**config.mk**
```make
export PLATFORM = sky130hd
export DESIGN_NAME = alu_arbiter
export DESIGN_NICKNAME = d
export VERILOG_FILES = /design/src/rtl/alu_arbiter.sv
export SDC_FILE = /design/constraint.sdc
export NUM_CORES = 1
export LEC_CHECK = 0
export CAP_MARGIN = 0
export CORE_MARGIN = 1
export CORE_UTILIZATION = 34
export CTS_CLUSTER_DIAMETER = 60
export CTS_CLUSTER_SIZE = 16
export DETAILED_ROUTE_END_ITERATION = 8
export GPL_TIMING_DRIVEN = 0
export PLACE_DENSITY = 0.77
export SETUP_SLACK_MARGIN = 0.15
export SYNTH_ARGS = -nofsm -noshare
export SYNTH_HDL_FRONTEND = slang
export SYNTH_SLANG_ARGS = --single-unit
```
**constraint.sdc**
```tcl
create_clock -name clk -period 1.8 [get_ports clk]
set_input_delay 0.36 -clock clk [delete_from_list [all_inputs] [get_ports clk]]
set_output_delay 0.36 -clock clk [all_outputs]
set_load 0.02 [all_outputs]
```
**src/rtl/alu_arbiter.sv**
```systemverilog
// Round-robin sequencer sharing one combinational ALU between two valid/ready
// requesters. Operands are registered before the ALU, and results are registered after it.
module alu_arbiter #(
  parameter int WIDTH = 32
) (
  input  logic             clk,
  input  logic             reset,
  input  logic             req_valid0,
  input  logic             req_valid1,
  output logic             req_ready0,
  output logic             req_ready1,
  input  logic [WIDTH-1:0] req_a0,
  input  logic [WIDTH-1:0] req_b0,
  input  logic [WIDTH-1:0] req_a1,
  input  logic [WIDTH-1:0] req_b1,
  input  logic [2:0]       req_cmd0,
  input  logic [2:0]       req_cmd1,
  output logic             resp_valid0,
  output logic             resp_valid1,
  input  logic             resp_ready0,
  input  logic             resp_ready1,
  output logic [WIDTH-1:0] resp_result,
  output logic             resp_carryout,
  output logic             resp_overflow,
  output logic             resp_zero,
  output logic [WIDTH-1:0] alu_a,
  output logic [WIDTH-1:0] alu_b,
  output logic [2:0]       alu_cmd,
  input  logic [WIDTH-1:0] alu_result,
  input  logic             alu_carryout,
  input  logic             alu_overflow,
  input  logic             alu_zero,
  output logic             busy,
  output logic [15:0]      ops_done
);

  typedef enum logic [1:0] {
    IDLE = 2'd0,
    EXEC = 2'd1,
    RESP = 2'd2
  } state_t;

  state_t state_q, state_d;

  logic             last_grant_q, last_grant_d;
  logic             owner_q, owner_d;
  logic [WIDTH-1:0] op_a_q, op_a_d;
  logic [WIDTH-1:0] op_b_q, op_b_d;
  logic [2:0]       op_cmd_q, op_cmd_d;
  logic [WIDTH-1:0] res_q, res_d;
  logic             carry_q, carry_d;
  logic             ovf_q, ovf_d;
  logic             zero_q, zero_d;
  logic [15:0]      ops_done_q, ops_done_d;

  logic win1;
  logic accept;
  logic resp_hs;

  // Requester 1 wins when it is alone, or on a tie when 0 was served last.
  assign win1    = req_valid1 & (~req_valid0 | ~last_grant_q);
  assign accept  = (state_q == IDLE) & (req_valid0 | req_valid1);
  assign resp_hs = (state_q == RESP) & (owner_q ? resp_ready1 : resp_ready0);

  always_ff @(posedge clk) begin
    if (reset) begin
      state_q <= IDLE;
    end else begin
      state_q <= state_d;
    end
  end

  always_comb begin
    state_d = state_q;
    case (state_q)
      IDLE:    if (accept)  state_d = EXEC;
      EXEC:                 state_d = RESP;
      RESP:    if (resp_hs) state_d = IDLE;
      default:              state_d = IDLE;
    endcase
  end

  always_comb begin
    req_ready0  = (state_q == IDLE) & req_valid0 & ~win1;
    req_ready1  = (state_q == IDLE) & win1;
    resp_valid0 = (state_q == RESP) & ~owner_q;
    resp_valid1 = (state_q == RESP) & owner_q;
    busy        = (state_q != IDLE);
  end

  always_comb begin
    last_grant_d = last_grant_q;
    owner_d      = owner_q;
    op_a_d       = op_a_q;
    op_b_d       = op_b_q;
    op_cmd_d     = op_cmd_q;
    res_d        = res_q;
    carry_d      = carry_q;
    ovf_d        = ovf_q;
    zero_d       = zero_q;
    ops_done_d   = ops_done_q;
    if (accept) begin
      owner_d  = win1;
      op_a_d   = win1 ? req_a1 : req_a0;
      op_b_d   = win1 ? req_b1 : req_b0;
      op_cmd_d = win1 ? req_cmd1 : req_cmd0;
    end
    if (state_q == EXEC) begin
      res_d   = alu_result;
      carry_d = alu_carryout;
      ovf_d   = alu_overflow;
      zero_d  = alu_zero;
    end
    if (resp_hs) begin
      last_grant_d = owner_q;
      ops_done_d   = ops_done_q + 16'd1;
    end
  end

  always_ff @(posedge clk) begin
    if (reset) begin
      last_grant_q <= 1'b1;
      owner_q      <= 1'b0;
      op_a_q       <= '0;
      op_b_q       <= '0;
      op_cmd_q     <= 3'd0;
      res_q        <= '0;
      carry_q      <= 1'b0;
      ovf_q        <= 1'b0;
      zero_q       <= 1'b0;
      ops_done_q   <= 16'd0;
    end else begin
      last_grant_q <= last_grant_d;
      owner_q      <= owner_d;
      op_a_q       <= op_a_d;
      op_b_q       <= op_b_d;
      op_cmd_q     <= op_cmd_d;
      res_q        <= res_d;
      carry_q      <= carry_d;
      ovf_q        <= ovf_d;
      zero_q       <= zero_d;
      ops_done_q   <= ops_done_d;
    end
  end

  assign alu_a         = op_a_q;
  assign alu_b         = op_b_q;
  assign alu_cmd       = op_cmd_q;
  assign resp_result   = res_q;
  assign resp_carryout = carry_q;
  assign resp_overflow = ovf_q;
  assign resp_zero     = zero_q;
  assign ops_done      = ops_done_q;

endmodule

```
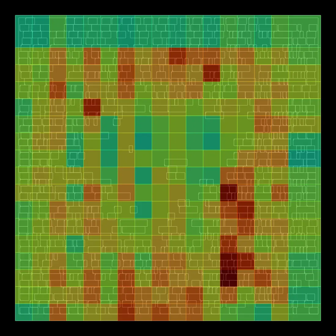
*Routing congestion, run 1*
most used routing layer: met2
met2 track utilization from global routing: 39.9%
met3 track demand over resource in global routing: 8.26%
post-detailed-route wirelength per cell: 15.7 um
end-of-flow core utilization: 61.9%

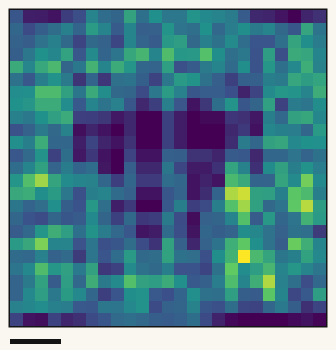
*Wire density map, run 1*
The bar under the picture is 20 um long. The die is cut into 25 by 25 equal tiles; dark purple is low, yellow is high, scaled to the fullest tile. Values are wire area over tile area, all layers added.
densest ninth of the die: right middle
nearly empty tiles: 3.8%
tiles over half the peak: 21%
fullest tile: 0.51
emptiest ninth of the die: middle
total via count after detailed routing: 5248
final wirelength: 17.1 mm

==> flow_summary.json, run 1 <==
{
  "cp_data_arrival_time_ns": 2.17,
  "top_area_cell_type_share_of_the_netlist_area_pct": 48.7,
  "number_of_antenna_violations_at_the_first_check_in_global_routing": 1,
  "ys_sh_aoi_pct": 16.2,
  "worst-endpoint-required_ns": 2.14,
  "gp_routability_congestion": 0.767,
  "place_hpwl_mm": 12.8,
  "final_antenna_net_count": 0,
  "ys_top_logic_family": "AND-OR/OR-AND gates",
  "die_span_in_y_um": 123,
  "worst_hold_startpoint": "resp_ready1",
  "switchingPower_mw": 2.37,
  "yosys.stat.seqShare_pct": 48.7,
  "synth.cell_area_mm2": 0.00501,
  "final.setup_skew_ns": 0.00474,
  "start_kind": "flip-flop",
  "yosys-stat-cells": 564,
  "crit_family": "simple AND/OR/NAND/NOR gates",
  "post-place-cells": 1044,
  "yosys.cell_types.count": 32,
  "synthXorXnorAreaFrac_pct": 1.22,
  "drt_pass1_iterations": 4,
  "dominantRegCellSynth": "sky130_fd_sc_hd__dfxtp_1",
  "r2r-end": "ops_done[12]",
  "path_class": "flip-flop to flip-flop",
  "r2r_slack_ns": -0.03,
  "setup.worst_path.end_class": "flip-flop",
  "clk_latency_ns": 0.41,
  "gate_power_share_pct": 23.2,
  "clock_tree_from_tritoncts": "done",
  "synthDominantAreaCellType": "sky130_fd_sc_hd__dfxtp_1",
  "slowest_stage_delay_cp_ns": 0.54,
  "max_slew_headroom_at_the_worst_pin_pct": 59.1,
  "max_freq_mhz": 545,
  "number_of_buffers_inserted_during_clock_tree_synthesis": 17,
  "top_level_ports": 298,
  "hold_path_end": "last_grant_q",
  "path_cells": "mux2i_4, or4b_1, buf_6, or4_1, a21oi_1",
  "clock_edge_transition_at_the_registers_on_the_reported_setup_and_hold_paths_ns": 0.06,
  "cpMaxStageDelayCell": "sky130_fd_sc_hd__or4b_1",
  "flop_area_mm2": 0.00247,
  "cp_num_buf_inv": 1,
  "hold_fix_buffers_cts": 0,
  "min_period_ns": 1.83,
  "p_int_mw": 5.91,
  "first_element_of_the_critical_path": "owner_q",
  "final-setup-viol-count": 1,
  "synthAdderAreaFrac_pct": 0.250,
  "lay_top_cells": "sky130_fd_sc_hd__clkdlybuf4s50_1 (169), sky130_fd_sc_hd__dlygate4sd2_1 (121), sky130_fd_sc_hd__dfxtp_1 (112)",
  "dieArea_mm2": 0.0152,
  "layout_top_cell": "sky130_fd_sc_hd__clkdlybuf4s50_1",
  "vias_per_cell": 4.80,
  "synth_dominant_cell_count": "sky130_fd_sc_hd__dfxtp_1",
  "detail_route.iter0.violations": 216,
  "stdcell_count": 1093,
  "nFillCells": 1298,
  "cts-root-buf": "sky130_fd_sc_hd__clkbuf_16",
  "post-place-ws_ns": -1.40,
  "die.size.x_um": 123,
  "grt_start_max_net_pins": 17,
  "seqPwrFrac_pct": 37.1,
  "slew_violations": 0,
  "use_met1_pct": 23.4,
  "critical_path_depth": 5,
  "endpoint": "ops_done[12]",
  "drc_errors": 0,
  "buffer_ports.inserted": 296,
  "routed-wl-met3_mm": 1.52,
  "switching_share_pct": 28.6,
  "hold_class": "input pin to flip-flop",
  "worstMarginPinSlew_ns": 0.613,
  "yosys_warnings": 0,
  "post_synthesis_cells": 564,
  "global_route.overflow_total": 0,
  "logic_area_mm2": 0.00245,
  "mappedNetlistNets": 740,
  "ctsResizeCount": 194,
  "ctsLongestPathBuffers": 2,
  "p_leak_nw": 3.86,
  "max-cap-violations": 0,
  "rows": 44,
  "peakVddDrop_mv": 0.607,
  "syn-mean-instance-area_um2": 8.88,
  "post_synth_regs": 122,
  "worst_r2r_path_depth": 5,
  "warning_count": 29,
  "final_layout_size_suffix_gt1_share_pct": 11.5,
  "violations": "setup timing",
  "grt.total_usage_pct": 22.0,
  "fp.coreArea_mm2": 0.0145,
  "route.top_layer_used": "met4",
  "grt_first_pass_wirelength_mm": 25.2,
  "powerDensity_mw_per_mm2": 925,
  "grt_setup_unrepaired": "yes",
  "timing.final.crit_share_pct": 102,
  "totalPowerFinal_mw": 8.28,
  "ys_sh_simple_pct": 16.0,
  "totalNegativeSetupSlack_ns": -0.0342,
  "synth.area.top_cells": "sky130_fd_sc_hd__dfxtp_1 (49%), sky130_fd_sc_hd__mux2i_1 (14%), sky130_fd_sc_hd__a211oi_1 (10%), sky130_fd_sc_hd__nor2_1 (6.1%), sky130_fd_sc_hd__nand2_1 (5.8%)",
  "yosysChipArea_mm2": 0.00501,
  "final_nets": 1072,
  "floorplan.core_util_pct": 34.6,
  "cell_area_placed_mm2": 0.00824,
  "power.share.clock_pct": 39.7,
  "run_status": "finished, violations left",
  "synth.cells.most_frequent": "sky130_fd_sc_hd__dfxtp_1 (122), sky130_fd_sc_hd__nor2_1 (81), sky130_fd_sc_hd__nand2_1 (77)",
  "worst_r2r_src": "owner_q",
  "worst_slack_ns": -0.0342,
  "first_global_vias": 4927,
  "cts_num_sinks": 122,
  "htreeDepth": 4,
  "whs_ns": 0.403,
  "biggest_fanout_along_the_worst_timing_path": 8,
  "synth-edff-count": 0,
  "met2_length_mm": 8.66,
  "post_cts_buffers": 9,
  "mux_area_share_pct": 13.6,
  "wirelength_met1_mm": 6.72,
  "hold_viol": 0,
  "number_of_cells_on_the_worst_hold_path": 3,
  "synth_async_sr_flop_share_pct": 0
}
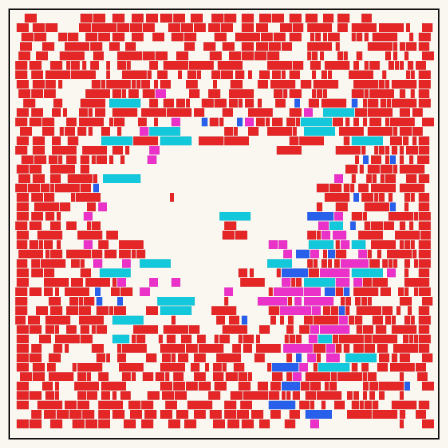
*Drive-strength map, run 1*
[drive 2] blue | cells: 27 | share: 3.0% | most used: clkbuf_2
[drive 3 to 4] magenta | cells: 52 | share: 5.7% | most used: buf_4
[drive 1 or less] red | cells: 804 | share: 89% | most used: clkdlybuf4s50_1
[drive 6 and up] cyan | cells: 25 | share: 2.8% | most used: clkbuf_16
area growth from synthesis to final layout: 78.7%
Layout Cell Area excl Fill: 0.00896 mm2
non-clock buffer total of the final layout: 360
Setup WS post-layout: -0.0342 ns

-- run 1: power by group through the flow --
stage	clock (mW)	combinational, mW	sequential [mW]
floorplan	0	0.639	3.42
global placement	0	2.02	3.12
detailed placement	0	2.03	3.13
CTS	3.34	1.92	3.07
global route	3.47	2.08	3.10
finish	3.29	1.92	3.07
-- run 1: cell type report --
cell class / count / share of cell area, %
Sequential cell: 122 / 27.5
Clock inverter: 12 / 1.40
Inverter: 3 / 0.126
Timing Repair Buffer: 313 / 32.8
Buffer: 47 / 3.21
Tap cell: 184 / 2.57
Clock buffer: 19 / 4.95
Antenna cell: 1 / 0.0279
Multi-Input combinational cell: 392 / 27.4
==> inputs of run 2 (changes only) <==
--- a/config.mk
+++ b/config.mk
@@ -11,9 +11,9 @@
 export CTS_CLUSTER_DIAMETER = 60
 export CTS_CLUSTER_SIZE = 16
 export DETAILED_ROUTE_END_ITERATION = 8
-export GPL_TIMING_DRIVEN = 0
 export PLACE_DENSITY = 0.77
 export SETUP_SLACK_MARGIN = 0.15
 export SYNTH_ARGS = -nofsm -noshare
 export SYNTH_HDL_FRONTEND = slang
 export SYNTH_SLANG_ARGS = --single-unit
+export TNS_END_PERCENT = 10
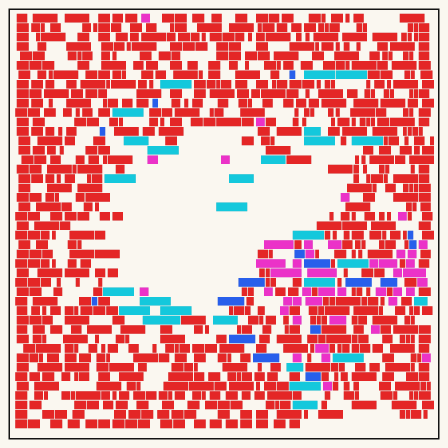
*Drive-strength map, run 2*
[drive 6 and up] cyan | cells: 27 | share: 3.1% | most used: clkbuf_16
[drive 1 or less] red | cells: 787 | share: 90% | most used: clkdlybuf4s50_1
[drive 3 to 4] magenta | cells: 44 | share: 5.0% | most used: buf_4
[drive 2] blue | cells: 16 | share: 1.8% | most used: dfxtp_2
area growth from synthesis to final layout: 75.8%
Layout Cell Area excl Fill: 0.00881 mm2
Setup WS post-layout: 0.0113 ns
non-clock buffer total of the final layout: 327

==> run 2 against run 1 <==
  * The flow now finishes without violations
  * Maximum frequency up 2.5%
  * Count of clock-buffer cells in the layout up 4
  * Combinational power down 4%
  * First-iteration DRC count rose by 6.5%
  * Sequential power about the same
  * Clock power decreased by 3%
  * Critical path depth unchanged
  * Synthesized area unchanged
  * Flip-flop count did not move
  * Total power fell by 2.1%
==> flow_summary.json, run 2 <==
{
  "slowest_stage_delay_cp_ns": 0.59,
  "max-cap-violations": 0,
  "fp.coreArea_mm2": 0.0145,
  "drc_errors": 0,
  "peakVddDrop_mv": 0.585,
  "dieArea_mm2": 0.0152,
  "max_freq_mhz": 559,
  "gate_power_share_pct": 22.8,
  "top_area_cell_type_share_of_the_netlist_area_pct": 48.7,
  "number_of_cells_on_the_worst_hold_path": 2,
  "number_of_antenna_violations_at_the_first_check_in_global_routing": 0,
  "whs_ns": 0.293,
  "vias_per_cell": 4.78,
  "critical_path_depth": 5,
  "met2_track_utilization_from_global_routing_pct": 34.8,
  "post_synthesis_cells": 564,
  "worst_r2r_path_depth": 4,
  "cp_num_buf_inv": 1,
  "clk_latency_ns": 0.41,
  "yosys_warnings": 0,
  "synth.cells.most_frequent": "sky130_fd_sc_hd__dfxtp_1 (122), sky130_fd_sc_hd__nor2_1 (81), sky130_fd_sc_hd__nand2_1 (77)",
  "switching_share_pct": 27.6,
  "route.top_layer_used": "met4",
  "global_route.overflow_total": 0,
  "routed-wl-met3_mm": 1.60,
  "wl_per_cell_um": 14.6,
  "htreeDepth": 4,
  "grt_first_pass_wirelength_mm": 22.7,
  "post-place-cells": 1027,
  "mappedNetlistNets": 740,
  "clock_tree_from_tritoncts": "done",
  "seqPwrFrac_pct": 37.8,
  "cpMaxStageDelayCell": "sky130_fd_sc_hd__or4b_4",
  "detail_route.iter0.violations": 230,
  "path_cells": "clkdlybuf4s50_1, mux2i_2, or4b_4, or4_4, a21oi_2",
  "dr_total_vias": 5059,
  "top_level_ports": 298,
  "post-route-util_pct": 60.9,
  "ctsLongestPathBuffers": 2,
  "run_status": "complete, no violations",
  "worstMarginPinSlew_ns": 0.432,
  "hold_class": "input pin to flip-flop",
  "place_hpwl_mm": 11.3,
  "p_leak_nw": 3.76,
  "die_span_in_y_um": 123,
  "switchingPower_mw": 2.24,
  "grt_setup_unrepaired": "yes",
  "grtUsageMet3_pct": 9.04,
  "clock_edge_transition_at_the_registers_on_the_reported_setup_and_hold_paths_ns": 0.06,
  "dominantRegCellSynth": "sky130_fd_sc_hd__dfxtp_1",
  "synthAdderAreaFrac_pct": 0.250,
  "stdcell_count": 1058,
  "power.largest_group": "the clock network",
  "totalNegativeSetupSlack_ns": 0,
  "ys_top_logic_family": "AND-OR/OR-AND gates",
  "path_class": "input pin to flip-flop",
  "gp_routability_congestion": 0.833,
  "slew_violations": 0,
  "powerDensity_mw_per_mm2": 921,
  "biggest_fanout_along_the_worst_timing_path": 7,
  "final.setup_skew_ns": 0.00882,
  "lay_top_cells": "sky130_fd_sc_hd__clkdlybuf4s50_1 (171), sky130_fd_sc_hd__dlygate4sd2_1 (119), sky130_fd_sc_hd__dfxtp_1 (113)",
  "yosys.stat.seqShare_pct": 48.7,
  "p_clk_mw": 3.20,
  "nFillCells": 1316,
  "yosys.cell_types.count": 32,
  "seq_power_mw": 3.07,
  "ys_sh_aoi_pct": 16.2,
  "floorplan.core_util_pct": 34.6,
  "first_element_of_the_critical_path": "resp_ready1",
  "cts-root-buf": "sky130_fd_sc_hd__clkbuf_16",
  "post_synth_regs": 122,
  "flop_area_mm2": 0.00246,
  "grt.total_usage_pct": 19.7,
  "p_int_mw": 5.87,
  "warning_count": 29
}
## run 2: cell counts after synthesis
Identical to the previous run, type by type.
## run 2: area by class of cell
cell class | instances | share of cell area (%)
sequential | 122 | 27.9
timing repair buffer | 327 | 35.2
clock buffer | 23 | 5.55
multi-input combinational | 392 | 27.9
tap | 184 | 2.61
inverter | 3 | 0.128
clock inverter | 7 | 0.753
## run 2: worst min-delay path by stage
stage | to | slack, ns
floorplan | last_grant_q | 0.43
finish | alu_a[11] | 0.29
detailed placement | resp_result[30] | 0.45
CTS | alu_a[12] | 0.29
global route | alu_a[7] | 0.29
global placement | resp_zero | 0.44
## run 2: timing repair
item | in CTS | in global routing
pin swaps | 1 | 2
gates resized | 153 | 10
buffers inserted | 1 | 0
endpoints found under the setup margin | 136 | 11
==> inputs of run 3 (changes only) <==
--- a/config.mk
+++ b/config.mk
@@ -6,12 +6,12 @@
 export NUM_CORES = 1
 export LEC_CHECK = 0
 export CAP_MARGIN = 0
-export CORE_MARGIN = 1
-export CORE_UTILIZATION = 34
+export CORE_AREA = 2 2 114 116
 export CTS_CLUSTER_DIAMETER = 60
 export CTS_CLUSTER_SIZE = 16
 export DETAILED_ROUTE_END_ITERATION = 8
-export PLACE_DENSITY = 0.77
+export DIE_AREA = 0 0 116 118
+export PLACE_DENSITY = 0.85
 export SETUP_SLACK_MARGIN = 0.15
 export SYNTH_ARGS = -nofsm -noshare
 export SYNTH_HDL_FRONTEND = slang
==> constraint.sdc (replaced) <==
create_clock -name clk -period 2.1 [get_ports clk]
set_input_delay 0.42 -clock clk [delete_from_list [all_inputs] [get_ports clk]]
set_output_delay 0.42 -clock clk [all_outputs]
set_load 0.02 [all_outputs]
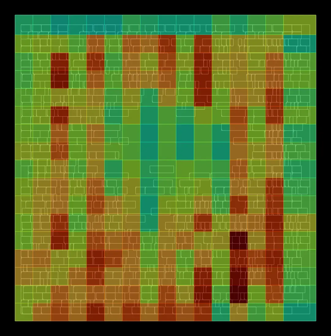
*Routing congestion, run 3*
met2 track utilization from global routing: 46.3%
post-detailed-route wirelength per cell: 16.7 um
global-route usage over all layers: 25.0%
GRT met1 Usage: 23.6%
end-of-flow core utilization: 71.3%

==> run 3 against run 2 <==
  * Hold slack improved by 0.13 ns
  * Critical path depth unchanged
  * Cell count decreased by 1.7%
  * Clock skew decreased by 0.0051 ns
  * Synthesized area unchanged
  * Largest cell class unchanged
  * Clock power decreased by 7.5%
  * Largest power group unchanged
  * Total power decreased by 9.5%
  * Critical path type unchanged
  * Non-clock buffer count decreased by 8
==> flow_summary.json, run 3 <==
{
  "run_status": "complete, no violations",
  "slew_violations": 0,
  "path_class": "input pin to flip-flop",
  "post_synth_regs": 122,
  "die_span_in_y_um": 118,
  "global_route.overflow_total": 0,
  "synth.cells.most_frequent": "sky130_fd_sc_hd__dfxtp_1 (122), sky130_fd_sc_hd__nor2_1 (81), sky130_fd_sc_hd__nand2_1 (77)",
  "yosys_warnings": 0,
  "whs_ns": 0.422,
  "synth.cell_area_mm2": 0.00501,
  "clock_edge_transition_at_the_registers_on_the_reported_setup_and_hold_paths_ns": 0.05,
  "gp_routability_congestion": 0.854,
  "worst_slack_ns": 0.161,
  "ctsResizeCount": 12,
  "worstMarginPinSlew_ns": 0.423,
  "r2r_slack_ns": 0.18,
  "p_leak_nw": 3.31,
  "worst_r2r_src": "ops_done[0]",
  "synthAdderAreaFrac_pct": 0.250,
  "vias_per_cell": 5.08,
  "crit_family": "simple AND/OR/NAND/NOR gates",
  "clk_latency_ns": 0.41,
  "ctsLongestPathBuffers": 2,
  "ys_sh_aoi_pct": 16.2,
  "timing.final.crit_share_pct": 92.3,
  "worst_r2r_path_depth": 5,
  "detail_route.iter0.violations": 202,
  "final_layout_size_suffix_gt1_share_pct": 7.03,
  "synth_async_sr_flop_share_pct": 0,
  "die.size.x_um": 116,
  "final.setup_skew_ns": 0.00368,
  "yosys.stat.seqShare_pct": 48.7,
  "number_of_buffers_inserted_during_clock_tree_synthesis": 17,
  "cts-root-buf": "sky130_fd_sc_hd__clkbuf_16",
  "rows": 41,
  "slowest_stage_delay_cp_ns": 0.59,
  "powerDensity_mw_per_mm2": 828,
  "ys_sh_simple_pct": 16.0,
  "number_of_antenna_violations_at_the_first_check_in_global_routing": 0,
  "yosys.cell_types.count": 32,
  "grt_setup_unrepaired": "yes",
  "max-cap-violations": 0,
  "post_synthesis_cells": 564,
  "critical_path_depth": 5,
  "layout_cell_area_excl_fill_mm2": 0.00886,
  "hold_path_end": "resp_result[5]",
  "grt-busiest-layer": "met2",
  "cpMaxStageDelayCell": "sky130_fd_sc_hd__or4b_4",
  "first_global_vias": 5238,
  "setup.worst_path.end_class": "flip-flop",
  "number_of_cells_on_the_worst_hold_path": 2,
  "drt_pass1_iterations": 4,
  "start_kind": "input pin",
  "peakVddDrop_mv": 0.579,
  "max_freq_mhz": 516,
  "layout_top_cell": "sky130_fd_sc_hd__clkdlybuf4s50_1",
  "post-place-cells": 1005,
  "drc_errors": 0,
  "mappedNetlistNets": 740,
  "lay_top_cells": "sky130_fd_sc_hd__clkdlybuf4s50_1 (290), sky130_fd_sc_hd__dfxtp_1 (119), sky130_fd_sc_hd__nor2_1 (81)",
  "stdcell_count": 1040,
  "synth-edff-count": 0,
  "floorplan.core_util_pct": 40.4,
  "worst-endpoint-required_ns": 2.43,
  "warning_count": 27,
  "ys_top_logic_family": "AND-OR/OR-AND gates",
  "dr_total_vias": 5288,
  "yosysChipArea_mm2": 0.00501,
  "post-place-ws_ns": -0.270,
  "first_element_of_the_critical_path": "resp_ready1",
  "top_area_cell_type_share_of_the_netlist_area_pct": 48.7,
  "dieArea_mm2": 0.0137,
  "top_level_ports": 298,
  "final_antenna_net_count": 0,
  "totalNegativeSetupSlack_ns": 0,
  "path_cells": "clkdlybuf4s50_1, mux2i_1, or4b_4, or4_1, a21oi_1",
  "hold_class": "input pin to flip-flop",
  "htreeDepth": 4,
  "route.final.wire_length_mm": 17.4,
  "synth.area.top_cells": "sky130_fd_sc_hd__dfxtp_1 (49%), sky130_fd_sc_hd__mux2i_1 (14%), sky130_fd_sc_hd__a211oi_1 (10%), sky130_fd_sc_hd__nor2_1 (6.1%), sky130_fd_sc_hd__nand2_1 (5.8%)",
  "grtUsageMet3_pct": 10.8,
  "cts_num_sinks": 122,
  "synthToLayoutAreaGrowth_pct": 76.7,
  "biggest_fanout_along_the_worst_timing_path": 5,
  "post_cts_buffers": 0,
  "fp.coreArea_mm2": 0.0124,
  "syn-mean-instance-area_um2": 8.88,
  "synth_dominant_cell_count": "sky130_fd_sc_hd__dfxtp_1",
  "place_hpwl_mm": 13.2,
  "final_nets": 1031,
  "clock_tree_from_tritoncts": "done",
  "cp_num_buf_inv": 1,
  "min_period_ns": 1.94,
  "hold_viol": 0,
  "hold_fix_buffers_cts": 0,
  "r2r-end": "ops_done[12]",
  "grt_first_pass_wirelength_mm": 26.5,
  "dominantRegCellSynth": "sky130_fd_sc_hd__dfxtp_1"
}
==> run 3: area by class of cell <==
class / count / area [um2]
fill: 913 / 3560
timing repair buffer: 319 / 3180
sequential: 122 / 2450
multi-input combinational: 392 / 2400
clock buffer: 24 / 492
tap: 172 / 215
clock inverter: 8 / 115
inverter: 3 / 11.3
==> run 3: routing by layer <==
layer	wire [um]	share of wire, %
met3	1720	9.9
met1	6050	35
met2	9110	52
met5	0	0
met4	524	3.0
==> run 3: power by group <==
part / total, mW / switching [mW] / internal (mW)
Combinational: 1.72 / 0.838 / 0.885
Sequential: 2.66 / 0.126 / 2.53
Clock: 2.96 / 0.974 / 1.98
Total: 7.34 / 1.94 / 5.40

## Gallery

Nets reached from selected ports.
image #1
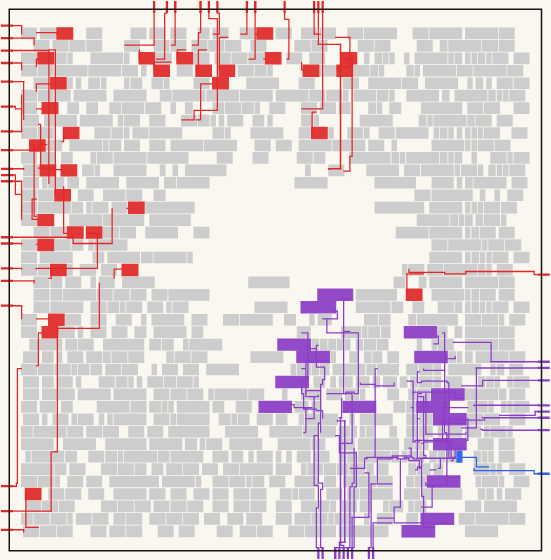
image #2
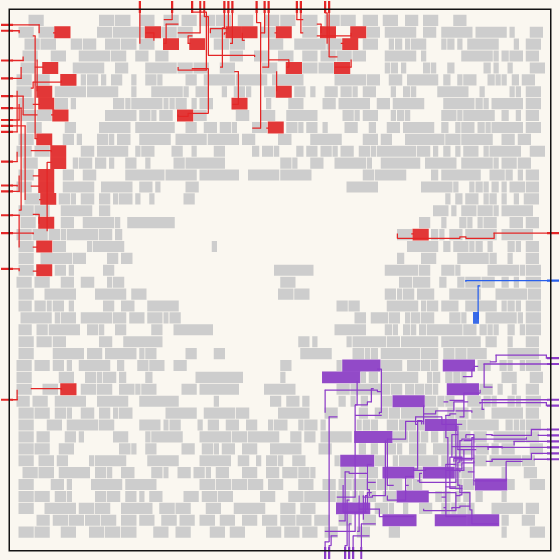
Image #1 comes from run 3.
Image #2 comes from run 1.

Key to image #1:
[alu_carryout] blue | direction: input | end cells: 1 | buffers: 1 | wire: 23.2 um
[ops_done] purple | direction: output | end cells: 16 | buffers: 16 | wire: 865 um
[req_a0] red | direction: input | end cells: 32 | buffers: 32 | wire: 716 um

Power and IR drop assume default switching activity.
